**Sequential cells colored by netlist name**

(4 px per um) Other sequential cells in the stronger gray, the rest of the logic in the fainter gray.
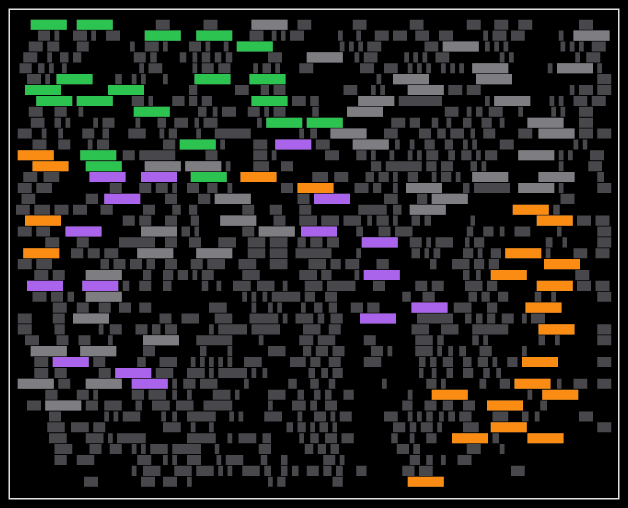
**Metal 3**

(2 px per um)
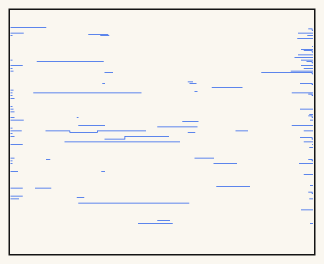
**Cell classes on the final placement**

(2 px per um)
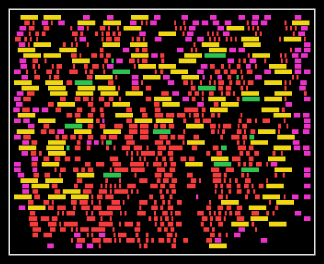
**Placement view**

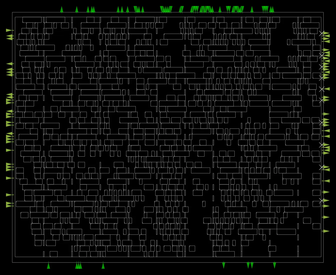
**Metal layers overlaid**

(2 px per um) Two of the layers only.
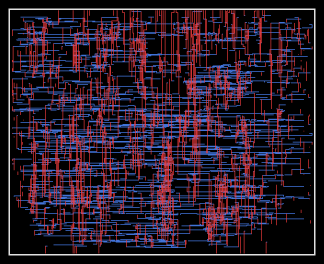
[config.mk]
export PLATFORM = sky130hd
export DESIGN_NAME = rect_pixel_writer_flat
export DESIGN_NICKNAME = d
export VERILOG_FILES = /design/src/rtl/rect_pixel_writer_if.sv /design/src/rtl/rect_pixel_writer.sv /design/src/flat_wrapper.sv
export SDC_FILE = /design/constraint.sdc
export NUM_CORES = 1
export LEC_CHECK = 0
export CAP_MARGIN = 20
export CELL_PAD_IN_SITES_DETAIL_PLACEMENT = 1
export CELL_PAD_IN_SITES_GLOBAL_PLACEMENT = 2
export CORE_ASPECT_RATIO = 0.8
export CORE_UTILIZATION = 36
export CTS_CLUSTER_DIAMETER = 120
export DETAILED_ROUTE_END_ITERATION = 12
export MAX_ROUTING_LAYER = met4
export PLACE_DENSITY_LB_ADDON = 0.1
export RECOVER_POWER = 100
export SLEW_MARGIN = 20
export SYNTH_ARGS = -nofsm -noshare
export SYNTH_HDL_FRONTEND = slang
export SYNTH_SLANG_ARGS = --single-unit
[constraint.sdc]
create_clock -name clk -period 6 [get_ports clk]
set_input_delay 1.2 -clock clk [delete_from_list [all_inputs] [get_ports clk]]
set_output_delay 1.2 -clock clk [all_outputs]
set_load 0.02 [all_outputs]
[src/rtl/rect_pixel_writer_if.sv]
// rect_pixel_writer_if
// Write bus between the rectangle pixel writer and the SDRAM controller.
//   wr_req  : write request, held by the master until acknowledged
//   wr_addr : frame-buffer word address
//   wr_data : pixel data
//   wr_ack  : one-cycle accept returned by the SDRAM controller
interface rect_pixel_writer_if #(
  parameter int ADDR_W = 23,
  parameter int DATA_W = 16
);
  logic              wr_req;
  logic [ADDR_W-1:0] wr_addr;
  logic [DATA_W-1:0] wr_data;
  logic              wr_ack;

  modport master (output wr_req, output wr_addr, output wr_data, input wr_ack);
  modport slave  (input wr_req, input wr_addr, input wr_data, output wr_ack);
endinterface

[src/rtl/rect_pixel_writer.sv]
// rect_pixel_writer
// Walks the rectangle outline generator point by point and turns each visible
// coordinate into one frame-buffer write. Off-screen coordinates are skipped.
// Ports:
//   clk, rst            : clock, asynchronous active-high reset
//   i_draw_req, i_color : start a rectangle with the given colour
//   i_abort             : level, stop the current rectangle
//   i_x_pos, i_y_pos    : current generator coordinate
//   i_all_done          : generator is on its last point
//   o_start_to_output   : kick pulse to the generator
//   o_renew             : advance pulse to the generator
//   o_busy              : high whenever not idle
//   o_frame_done        : pulse when a rectangle finishes or is aborted
//   o_error             : pulse when the generator is seen to stall
//   o_pix_count         : pixels written for this rectangle, saturating
//   wr_bus              : SDRAM write bus (master side)
//
// state  | meaning
// IDLE   | waiting for i_draw_req
// KICK   | pulse o_start_to_output
// SETTLE | let the generator's registered coordinate become valid
// CHECK  | sample all_done, detect stall, clip or launch a write
// WRITE  | hold the write request until acknowledged
// RENEW  | pulse o_renew
// WAIT1  | generator updates its coordinate
// WAIT2  | generator updates its done register
// DONE   | pulse o_frame_done
module rect_pixel_writer #(
  parameter int          H_RES     = 800,
  parameter int          V_RES     = 600,
  parameter int          ADDR_W    = 23,
  parameter int          DATA_W    = 16,
  parameter int unsigned BASE_ADDR = 0
) (
  input  logic              clk,
  input  logic              rst,
  input  logic              i_draw_req,
  input  logic [DATA_W-1:0] i_color,
  input  logic              i_abort,
  input  logic [15:0]       i_x_pos,
  input  logic [15:0]       i_y_pos,
  input  logic              i_all_done,
  output logic              o_start_to_output,
  output logic              o_renew,
  output logic              o_busy,
  output logic              o_frame_done,
  output logic              o_error,
  output logic [19:0]       o_pix_count,
  rect_pixel_writer_if.master wr_bus
);

  typedef enum logic [3:0] {
    IDLE, KICK, SETTLE, CHECK, WRITE, RENEW, WAIT1, WAIT2, DONE
  } state_t;

  state_t state, next_state;

  logic [DATA_W-1:0] color_q;
  logic              done_flag;
  logic [15:0]       last_x, last_y;
  logic              has_last;
  logic              wr_req_q;
  logic [ADDR_W-1:0] wr_addr_q;
  logic [19:0]       pix_count_q;
  logic              error_q;

  logic              in_range;
  logic              stall;
  logic [ADDR_W-1:0] addr_calc;

  assign in_range = (i_x_pos < 16'(H_RES)) && (i_y_pos < 16'(V_RES));

  // "First point" means nothing has been written yet, so a clipped leading
  // point can never be mistaken for a repeat of the reset last-point value.
  assign stall = has_last && (i_x_pos == last_x) && (i_y_pos == last_y) && !i_all_done;

  // Full 32-bit product before truncation to the bus width.
  assign addr_calc = ADDR_W'(32'(BASE_ADDR) + 32'(i_y_pos) * 32'(H_RES) + 32'(i_x_pos));

  always_ff @(posedge clk or posedge rst) begin
    if (rst) state <= IDLE;
    else     state <= next_state;
  end

  always_comb begin
    next_state = state;
    case (state)
      IDLE:   if (i_draw_req) next_state = KICK;
      KICK:   next_state = i_abort ? DONE : SETTLE;
      SETTLE: next_state = i_abort ? DONE : CHECK;
      CHECK: begin
        if (i_abort || stall)   next_state = DONE;
        else if (in_range)      next_state = WRITE;
        else if (i_all_done)    next_state = DONE;
        else                    next_state = RENEW;
      end
      // Abort is deferred until the ack so a request is never withdrawn.
      WRITE:  if (wr_bus.wr_ack) next_state = (i_abort || done_flag) ? DONE : RENEW;
      RENEW:  next_state = i_abort ? DONE : WAIT1;
      WAIT1:  next_state = i_abort ? DONE : WAIT2;
      WAIT2:  next_state = i_abort ? DONE : CHECK;
      DONE:   next_state = IDLE;
      default: next_state = IDLE;
    endcase
  end

  always_comb begin
    o_start_to_output = 1'b0;
    o_renew           = 1'b0;
    o_frame_done      = 1'b0;
    o_busy            = 1'b1;
    case (state)
      IDLE:  o_busy            = 1'b0;
      KICK:  o_start_to_output = 1'b1;
      RENEW: o_renew           = 1'b1;
      DONE:  o_frame_done      = 1'b1;
      default: ;
    endcase
  end

  always_ff @(posedge clk or posedge rst) begin
    if (rst) begin
      color_q     <= '0;
      done_flag   <= 1'b0;
      last_x      <= '0;
      last_y      <= '0;
      has_last    <= 1'b0;
      wr_req_q    <= 1'b0;
      wr_addr_q   <= '0;
      pix_count_q <= '0;
      error_q     <= 1'b0;
    end else begin
      // WRITE is only ever occupied while a request is outstanding.
      wr_req_q <= (next_state == WRITE);
      error_q  <= (state == CHECK) && !i_abort && stall;
      case (state)
        IDLE: begin
          if (i_draw_req) begin
            color_q     <= i_color;
            pix_count_q <= '0;
            last_x      <= '0;
            last_y      <= '0;
            has_last    <= 1'b0;
            done_flag   <= 1'b0;
          end
        end
        CHECK: begin
          done_flag <= i_all_done;
          if (next_state == WRITE) wr_addr_q <= addr_calc;
        end
        WRITE: begin
          if (wr_bus.wr_ack) begin
            if (pix_count_q != 20'hFFFFF) pix_count_q <= pix_count_q + 20'd1;
            last_x   <= i_x_pos;
            last_y   <= i_y_pos;
            has_last <= 1'b1;
          end
        end
        default: ;
      endcase
    end
  end

  assign wr_bus.wr_req  = wr_req_q;
  assign wr_bus.wr_addr = wr_addr_q;
  assign wr_bus.wr_data = color_q;
  assign o_pix_count    = pix_count_q;
  assign o_error        = error_q;

endmodule

[src/flat_wrapper.sv]
// flat-port wrapper written by rule: the top's interface ports become plain ports
module rect_pixel_writer_flat 
#(
  parameter int          H_RES     = 800,
  parameter int          V_RES     = 600,
  parameter int          ADDR_W    = 23,
  parameter int          DATA_W    = 16,
  parameter int unsigned BASE_ADDR = 0
)
  (clk, rst, i_draw_req, i_color, i_abort, i_x_pos, i_y_pos, i_all_done, o_start_to_output, o_renew, o_busy, o_frame_done, o_error, o_pix_count, wr_bus_wr_req, wr_bus_wr_addr, wr_bus_wr_data, wr_bus_wr_ack);
  rect_pixel_writer_if #(.ADDR_W(ADDR_W), .DATA_W(DATA_W)) wr_bus_i ();
  input  logic clk;
  input  logic rst;
  input  logic i_draw_req;
  input  logic [DATA_W-1:0] i_color;
  input  logic i_abort;
  input  logic [15:0] i_x_pos;
  input  logic [15:0] i_y_pos;
  input  logic i_all_done;
  output logic o_start_to_output;
  output logic o_renew;
  output logic o_busy;
  output logic o_frame_done;
  output logic o_error;
  output logic [19:0] o_pix_count;
  output wire logic [$bits(wr_bus_i.wr_req)-1:0] wr_bus_wr_req;
  output wire logic [$bits(wr_bus_i.wr_addr)-1:0] wr_bus_wr_addr;
  output wire logic [$bits(wr_bus_i.wr_data)-1:0] wr_bus_wr_data;
  input wire logic [$bits(wr_bus_i.wr_ack)-1:0] wr_bus_wr_ack;
  assign wr_bus_wr_req = wr_bus_i.wr_req;
  assign wr_bus_wr_addr = wr_bus_i.wr_addr;
  assign wr_bus_wr_data = wr_bus_i.wr_data;
  assign wr_bus_i.wr_ack = wr_bus_wr_ack;
  rect_pixel_writer #(.H_RES(H_RES), .V_RES(V_RES), .ADDR_W(ADDR_W), .DATA_W(DATA_W), .BASE_ADDR(BASE_ADDR)) u_core (.clk(clk), .rst(rst), .i_draw_req(i_draw_req), .i_color(i_color), .i_abort(i_abort), .i_x_pos(i_x_pos), .i_y_pos(i_y_pos), .i_all_done(i_all_done), .o_start_to_output(o_start_to_output), .o_renew(o_renew), .o_busy(o_busy), .o_frame_done(o_frame_done), .o_error(o_error), .o_pix_count(o_pix_count), .wr_bus(wr_bus_i));
endmodule
==> reports/metrics.cfg <==
[power_and_ir_drop]
power_mw=2.63
top_power_group=combinational logic
vdd_drop_max_v=0.000141
p_seq_uw=829
p_clk_frac=0.228
power.internal_mw=1.57
pwr_density_cell_mw_per_mm2=323
pg_clk_uw=599
leakagePower_nw=3.97

[cells_and_area]
biggestCellCategory=combinational gates
clock_buffers=11
clk_share=0.0359
sh_seq_area=0.304
n_antenna_cell=0
lay_top_cells=dfrtp_1, nand2_1, dlygate4sd3_1, inv_1, ha_1
nNetsFinal=918

[worst_setup_path]
cpMaxStageDelayCell=dlygate4sd3_1
max_stage_delay_ns=0.73
path_buffers=3
cp_cell_sequence=dlygate4sd3_1, ha_1, ha_1, inv_1, fa_1, inv_1, ha_1, and3_1, a211oi_2, o21ai_0, a2111oi_0, xnor2_1, nand3_1, or4_1, nand3_1
cp.depth=15
startpoint_type=primary input
r2r-end=u_core.o_pix_count[17]
cp.required_ns=6.28

[global_route]
grt_pass1_vias=5538
use_met2=0.313
grt_pass1_wl_mm=29.8
track_usage=0.213
grt_overflow=0

[floorplan]
dieWidth_um=152
tap_cells=225
initial_utilization=0.371
rows=43
ios=119
die_h_um=122

[sta]
report.final.slew_viol_count=146
finalCriticalPeriod_ns=5.47
setup_tns_ns=0
whs_ns=0.475
hold_viol=0
finalWorstSetupSlack_ns=0.530

[logic_synthesis]
ys_area_mm2=0.00648
synth-compound-area-share=0.138
async_flop_share=1.00
synthMuxAreaShare=0.0187
synthXorXnorAreaFrac=0.0959
enable_flop_cells=0
syn_inst=675
top_cells_by_area=dfrtp_1, ha_1, xnor2_1, nand2_1, a22o_1
yosys.area_share.simple=0.158
netlist_area_mm2=0.00648
ys_cells=675
synth_flops=99
synth_nets=802

[outcome]
violations=DRC, capacitance limit, slew limit
status=finished, violations left

[drt]
antenna_left=0
avgRoutedWirePerCell_um=17.9
drc=20
firstDrtPassIters=8
drt_iter0_drc=170

[placement]
dp_hpwl_mm=14.2
placed_cells=1005

[run]
cap_violations=4

[clocking]
cts_hold_buf=0
cts_resized=0
clock-sinks=99
clk_latency_ns=0.35
post-cts-setup-buffer-count=0

[worst_hold_path]
min_path_cells=2

-- 'sequential cells colored by netlist name' (at the start) --
- `u_core.last_x`: purple (sequential cells 16)
- `u_core.o_pix_count`: green (sequential cells 20)
- `u_core.wr_bus.wr_addr`: orange (sequential cells 23)
- not colored: 40

-- 'metal 3' (at the start) --
- wire length on this layer: 724 um
- nets with wire on the layer: 82
- longest straight run: 57.5 um
- main direction: horizontal

-- 'cell classes on the final placement' (at the start) --
- other buffers and delay cells: magenta (cells 126)
- flops: yellow (cells 99)
- clock drivers and dummy loads: green (cells 16)
- combinational and other logic: red (cells 555)

-- 'placement view' (at the start) --
final std cells w/o fill: 1021
flop count: 99
fillcell total: 2007

-- 'metal layers overlaid' (at the start) --
- metal 2: red (wire length 7860 um)
- metal 1: blue (wire length 9510 um)

